`src/rtl/mem_access_unit_if.sv`:
```
// Data-memory bus between the MEM-stage access unit and data memory.
//   bus_req   : unit -> mem, transfer requested (held until ack or abort)
//   bus_we    : unit -> mem, 1 = write
//   bus_addr  : unit -> mem, word-aligned byte address
//   bus_be    : unit -> mem, byte enables (bit i = byte lane i)
//   bus_wdata : unit -> mem, lane-replicated store data
//   bus_ack   : mem -> unit, transfer completes this cycle
//   bus_rdata : mem -> unit, read word, valid with bus_ack
interface mem_access_unit_if;
   logic        bus_req;
   logic        bus_we;
   logic [31:0] bus_addr;
   logic [3:0]  bus_be;
   logic [31:0] bus_wdata;
   logic        bus_ack;
   logic [31:0] bus_rdata;

   modport master (
      output bus_req, bus_we, bus_addr, bus_be, bus_wdata,
      input  bus_ack, bus_rdata
   );

   modport slave (
      input  bus_req, bus_we, bus_addr, bus_be, bus_wdata,
      output bus_ack, bus_rdata
   );
endinterface

```
`src/rtl/mem_access_unit.sv`:
```
// MEM-stage data-memory access unit.
// Checks alignment of a load/store, drives one req/ack transfer on the data
// bus while stalling the pipeline, and hands the raw read word (plus byte
// offset and extend op) to the downstream load-data extender.
// Ports:
//   clk, rst_n            : clock, async active-low reset
//   req_valid/we/addr/wdata/op : pipeline request (op: 000 w, 001 bu, 010 b,
//                           011 hu, 100 h; 101-111 behave as word)
//   stall                 : combinational pipeline hold
//   mem (master)          : data bus, see mem_access_unit_if
//   ld_valid/ld_data/ld_a/ld_op : one-cycle load result for the extender
//   adel / ades           : misaligned load / store exception pulses
//   bus_err               : bus timeout abort pulse
module mem_access_unit #(
   parameter int TIMEOUT = 255,
   parameter int CNT_W   = 8
) (
   input  logic                clk,
   input  logic                rst_n,
   input  logic                req_valid,
   input  logic                req_we,
   input  logic [31:0]         req_addr,
   input  logic [31:0]         req_wdata,
   input  logic [2:0]          req_op,
   output logic                stall,
   mem_access_unit_if.master   mem,
   output logic                ld_valid,
   output logic [31:0]         ld_data,
   output logic [1:0]          ld_a,
   output logic [2:0]          ld_op,
   output logic                adel,
   output logic                ades,
   output logic                bus_err
);

   typedef enum logic [1:0] {IDLE, BUSY, DONE} state_t;

   state_t      state, state_nx;
   logic [CNT_W-1:0] cnt;

   logic        we_q;
   logic [31:0] addr_q;
   logic [3:0]  be_q;
   logic [31:0] wd_q;
   logic [1:0]  pend_a;
   logic [2:0]  pend_op;

   logic        is_byte, is_half, is_word;
   logic        aligned, accept, mis, timeout_hit;
   logic [3:0]  be_nx;
   logic [31:0] wd_nx;

   // Size decode; unused op codes fall through to word.
   assign is_byte = (req_op == 3'b001) || (req_op == 3'b010);
   assign is_half = (req_op == 3'b011) || (req_op == 3'b100);
   assign is_word = !is_byte && !is_half;

   assign aligned = is_byte
                  | (is_half & ~req_addr[0])
                  | (is_word & (req_addr[1:0] == 2'b00));

   assign accept = (state == IDLE) && req_valid && aligned;
   // While an exception pulse is out the pipeline is flushing the same
   // request, so it must not raise the exception a second time.
   assign mis    = (state == IDLE) && req_valid && !aligned && !(adel || ades);

   assign timeout_hit = (cnt == CNT_W'(TIMEOUT - 1));

   assign stall = accept || (state == BUSY);

   always_comb begin
      be_nx = 4'b1111;
      wd_nx = 32'h0;
      if (req_we) begin
         if (is_byte) begin
            be_nx = 4'b0001 << req_addr[1:0];
            wd_nx = {4{req_wdata[7:0]}};
         end else if (is_half) begin
            be_nx = req_addr[1] ? 4'b1100 : 4'b0011;
            wd_nx = {2{req_wdata[15:0]}};
         end else begin
            wd_nx = req_wdata;
         end
      end
   end

   always_comb begin
      state_nx = state;
      case (state)
         IDLE:    if (accept) state_nx = BUSY;
         BUSY:    if (mem.bus_ack || timeout_hit) state_nx = DONE;
         DONE:    state_nx = IDLE;
         default: state_nx = IDLE;
      endcase
   end

   always_ff @(posedge clk or negedge rst_n) begin
      if (!rst_n) state <= IDLE;
      else        state <= state_nx;
   end

   // bus_req decodes straight from state, so an async reset drops it at once.
   assign mem.bus_req   = (state == BUSY);
   assign mem.bus_we    = we_q;
   assign mem.bus_addr  = addr_q;
   assign mem.bus_be    = be_q;
   assign mem.bus_wdata = wd_q;

   always_ff @(posedge clk or negedge rst_n) begin
      if (!rst_n) begin
         cnt      <= '0;
         we_q     <= 1'b0;
         addr_q   <= 32'h0;
         be_q     <= 4'h0;
         wd_q     <= 32'h0;
         pend_a   <= 2'b00;
         pend_op  <= 3'b000;
         ld_valid <= 1'b0;
         ld_data  <= 32'h0;
         ld_a     <= 2'b00;
         ld_op    <= 3'b000;
         adel     <= 1'b0;
         ades     <= 1'b0;
         bus_err  <= 1'b0;
      end else begin
         ld_valid <= 1'b0;
         adel     <= 1'b0;
         ades     <= 1'b0;
         bus_err  <= 1'b0;
         if (accept) begin
            we_q    <= req_we;
            addr_q  <= {req_addr[31:2], 2'b00};
            be_q    <= be_nx;
            wd_q    <= wd_nx;
            pend_a  <= req_addr[1:0];
            pend_op <= req_op;
            cnt     <= '0;
         end
         if (mis) begin
            adel <= !req_we;
            ades <= req_we;
         end
         if (state == BUSY) begin
            cnt <= cnt + CNT_W'(1);
            // Ack beats a simultaneous timeout.
            if (mem.bus_ack) begin
               if (!we_q) begin
                  ld_valid <= 1'b1;
                  ld_data  <= mem.bus_rdata;
                  ld_a     <= pend_a;
                  ld_op    <= pend_op;
               end
            end else if (timeout_hit) begin
               bus_err <= 1'b1;
            end
         end
      end
   end

endmodule

```
`src/flat_wrapper.sv`:
```
// flat-port wrapper written by rule: the top's interface ports become plain ports
module mem_access_unit_flat 
#(
   parameter int TIMEOUT = 255,
   parameter int CNT_W   = 8
)
  (clk, rst_n, req_valid, req_we, req_addr, req_wdata, req_op, stall, ld_valid, ld_data, ld_a, ld_op, adel, ades, bus_err, mem_bus_req, mem_bus_we, mem_bus_addr, mem_bus_be, mem_bus_wdata, mem_bus_ack, mem_bus_rdata);
  mem_access_unit_if mem_i ();
  input  logic clk;
  input  logic rst_n;
  input  logic req_valid;
  input  logic req_we;
  input  logic [31:0] req_addr;
  input  logic [31:0] req_wdata;
  input  logic [2:0] req_op;
  output logic stall;
  output logic ld_valid;
  output logic [31:0] ld_data;
  output logic [1:0] ld_a;
  output logic [2:0] ld_op;
  output logic adel;
  output logic ades;
  output logic bus_err;
  output wire logic [$bits(mem_i.bus_req)-1:0] mem_bus_req;
  output wire logic [$bits(mem_i.bus_we)-1:0] mem_bus_we;
  output wire logic [$bits(mem_i.bus_addr)-1:0] mem_bus_addr;
  output wire logic [$bits(mem_i.bus_be)-1:0] mem_bus_be;
  output wire logic [$bits(mem_i.bus_wdata)-1:0] mem_bus_wdata;
  input wire logic [$bits(mem_i.bus_ack)-1:0] mem_bus_ack;
  input wire logic [$bits(mem_i.bus_rdata)-1:0] mem_bus_rdata;
  assign mem_bus_req = mem_i.bus_req;
  assign mem_bus_we = mem_i.bus_we;
  assign mem_bus_addr = mem_i.bus_addr;
  assign mem_bus_be = mem_i.bus_be;
  assign mem_bus_wdata = mem_i.bus_wdata;
  assign mem_i.bus_ack = mem_bus_ack;
  assign mem_i.bus_rdata = mem_bus_rdata;
  mem_access_unit #(.TIMEOUT(TIMEOUT), .CNT_W(CNT_W)) u_core (.clk(clk), .rst_n(rst_n), .req_valid(req_valid), .req_we(req_we), .req_addr(req_addr), .req_wdata(req_wdata), .req_op(req_op), .stall(stall), .mem(mem_i), .ld_valid(ld_valid), .ld_data(ld_data), .ld_a(ld_a), .ld_op(ld_op), .adel(adel), .ades(ades), .bus_err(bus_err));
endmodule
```
`config.mk`:
```
export PLATFORM = sky130hd
export DESIGN_NAME = mem_access_unit_flat
export DESIGN_NICKNAME = d
export VERILOG_FILES = /design/src/rtl/mem_access_unit_if.sv /design/src/rtl/mem_access_unit.sv /design/src/flat_wrapper.sv
export SDC_FILE = /design/constraint.sdc
export NUM_CORES = 1
export LEC_CHECK = 0
export CAP_MARGIN = 5
export CORE_UTILIZATION = 40
export DETAILED_ROUTE_END_ITERATION = 6
export PLACE_DENSITY = 0.78
export SLEW_MARGIN = 20
export SYNTH_ARGS = -nofsm -noshare
export SYNTH_HDL_FRONTEND = slang
export SYNTH_SLANG_ARGS = --single-unit
export TNS_END_PERCENT = 5
```
`constraint.sdc`:
```
create_clock -name clk -period 1.6 [get_ports clk]
set_input_delay 0.16 -clock clk [delete_from_list [all_inputs] [get_ports clk]]
set_output_delay 0.16 -clock clk [all_outputs]
set_load 0.02 [all_outputs]
```
Fig. 1: gate-type map
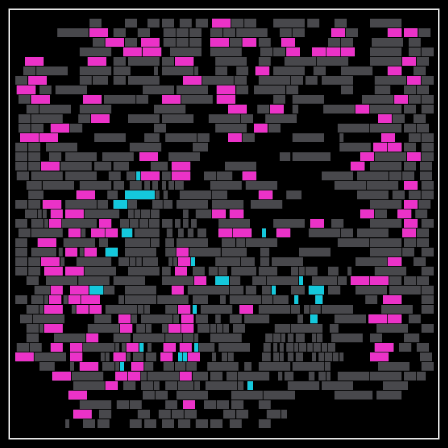
nor cells -> cyan  # cells 22, most used nor2_1
mux cells -> magenta  # cells 132, most used mux2_4, where all over the die
most numerous logic cell after layout: clkdlybuf4s50_1
Comb/total area: 28.04%
fin cells: 872

==> flow_summary.ini <==
; yosys + openroad results
[synth]
synth.distinct_cells = 48
synth_dominant_cell_count = dfrtp_1
syn-instance-count = 437
top_cells_by_count = 123 x dfrtp_1, 47 x mux2_4, 46 x mux2_2
synth-edff-count = 0
ys_area_um2 = 5768
synth_top_area_share_pct = 53.36
async_flop_share_pct = 100.0

[critical_path]
cp.depth = 4
critPathArrivalTime_ns = 1.91
worstRegToRegCells = 4
worst-r2r-setup-slack_ns = -0.03
critPathMaxFanout = 38

[clock_network]
cts.clk_slew.worst_paths_ns = 0.05
clock_latency_ns = 0.41
cts_setup_buffers = 6
cts-root-buf = clkbuf_16

[power]
top_power_group = combinational cells
comb_power_mw = 6.07
total_power_mw = 14.83
internal_power_mw = 10.11
p_comb_share_pct = 41.0

[placement]
placed_cell_area_um2 = 8239
dp_slack_ns = -0.7841
hpwl_um = 11160

[worst_hold_path]
min_path_type = in -> async

[final_layout]
drive_gt1_share_pct = 26.34
lay_top_cells = 190 x clkdlybuf4s50_1, 123 x dfrtp_1, 51 x mux2_4, 42 x mux2_2, 39 x mux2i_1
inverters = 3
comb.multi_input.count = 281
comb_area_um2 = 2567

[final_timing]
period_needed_ns = 1.630
period_used_pct = 101.9
worst_slew_pin_slew_ns = 0.5275
setup_viol = 49
fin_ws_ns = -0.03020
grt_setup_unrepaired = yes
fmax_mhz = 613.4

[detailed_routing]
via_per_inst = 5.203
postRouteAntennaNets = 0
drt-pass1-iter-count = 5
wl_um = 16030

[job]
cap_violations = 0

[grt]
grt_pass1_vias = 4590

[run_status]
violations = negative setup slack
outcome = complete, but fails checks

[floorplanning]
chip_area_um2 = 14900
Fig. 2: zoomed window
Scale bar: 5 µm. Window x 51 to 71, y 75 to 95 µm. Cells in gray, sequential cells in the stronger gray; small squares are vias.
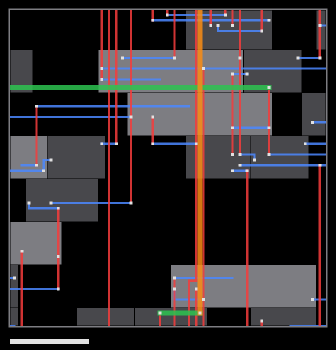
metal 2 -> red
metal 1 -> blue
metal 3 -> green
metal 4 -> orange
most frequent = clkdlybuf4s50_1 (3), dfrtp_1 (3)
sequential cells in the window = 3
cells with their middle in the window = 9

sequential cells by signal, indices dropped and copies added (netlist names), 3 cells and up:
name,count
u_core.cnt,8
u_core.ld_data,32
u_core.ld_op,3
u_core.mem.bus_addr,30
u_core.mem.bus_be,4
u_core.mem.bus_wdata,32
u_core.pend_op,3
metal layers:
layer	part of all wire (%)	vias to the layer above	GRT usage, %
met2	50	212	35.45
met3	7.4	25	6.695
met1	40	2242	25.57
li1	-	2058	-
met5	0	-	0
met4	2.1	0	8.994
logic make-up (layout without fill, tap and decap cells):
logic type      after synthesis  after routing  synth area share (%)
buf+inv                      34            287                 3.709
simple gates                 80             80                 7.029
mux                         132            132                 27.98
other cells                   1              3               0.06501
fa+ha+maj                     2              2                0.4338
xor+xnor                      2              2                0.4339
flops                       123            123                 53.36
compound gates               63             63                 6.985
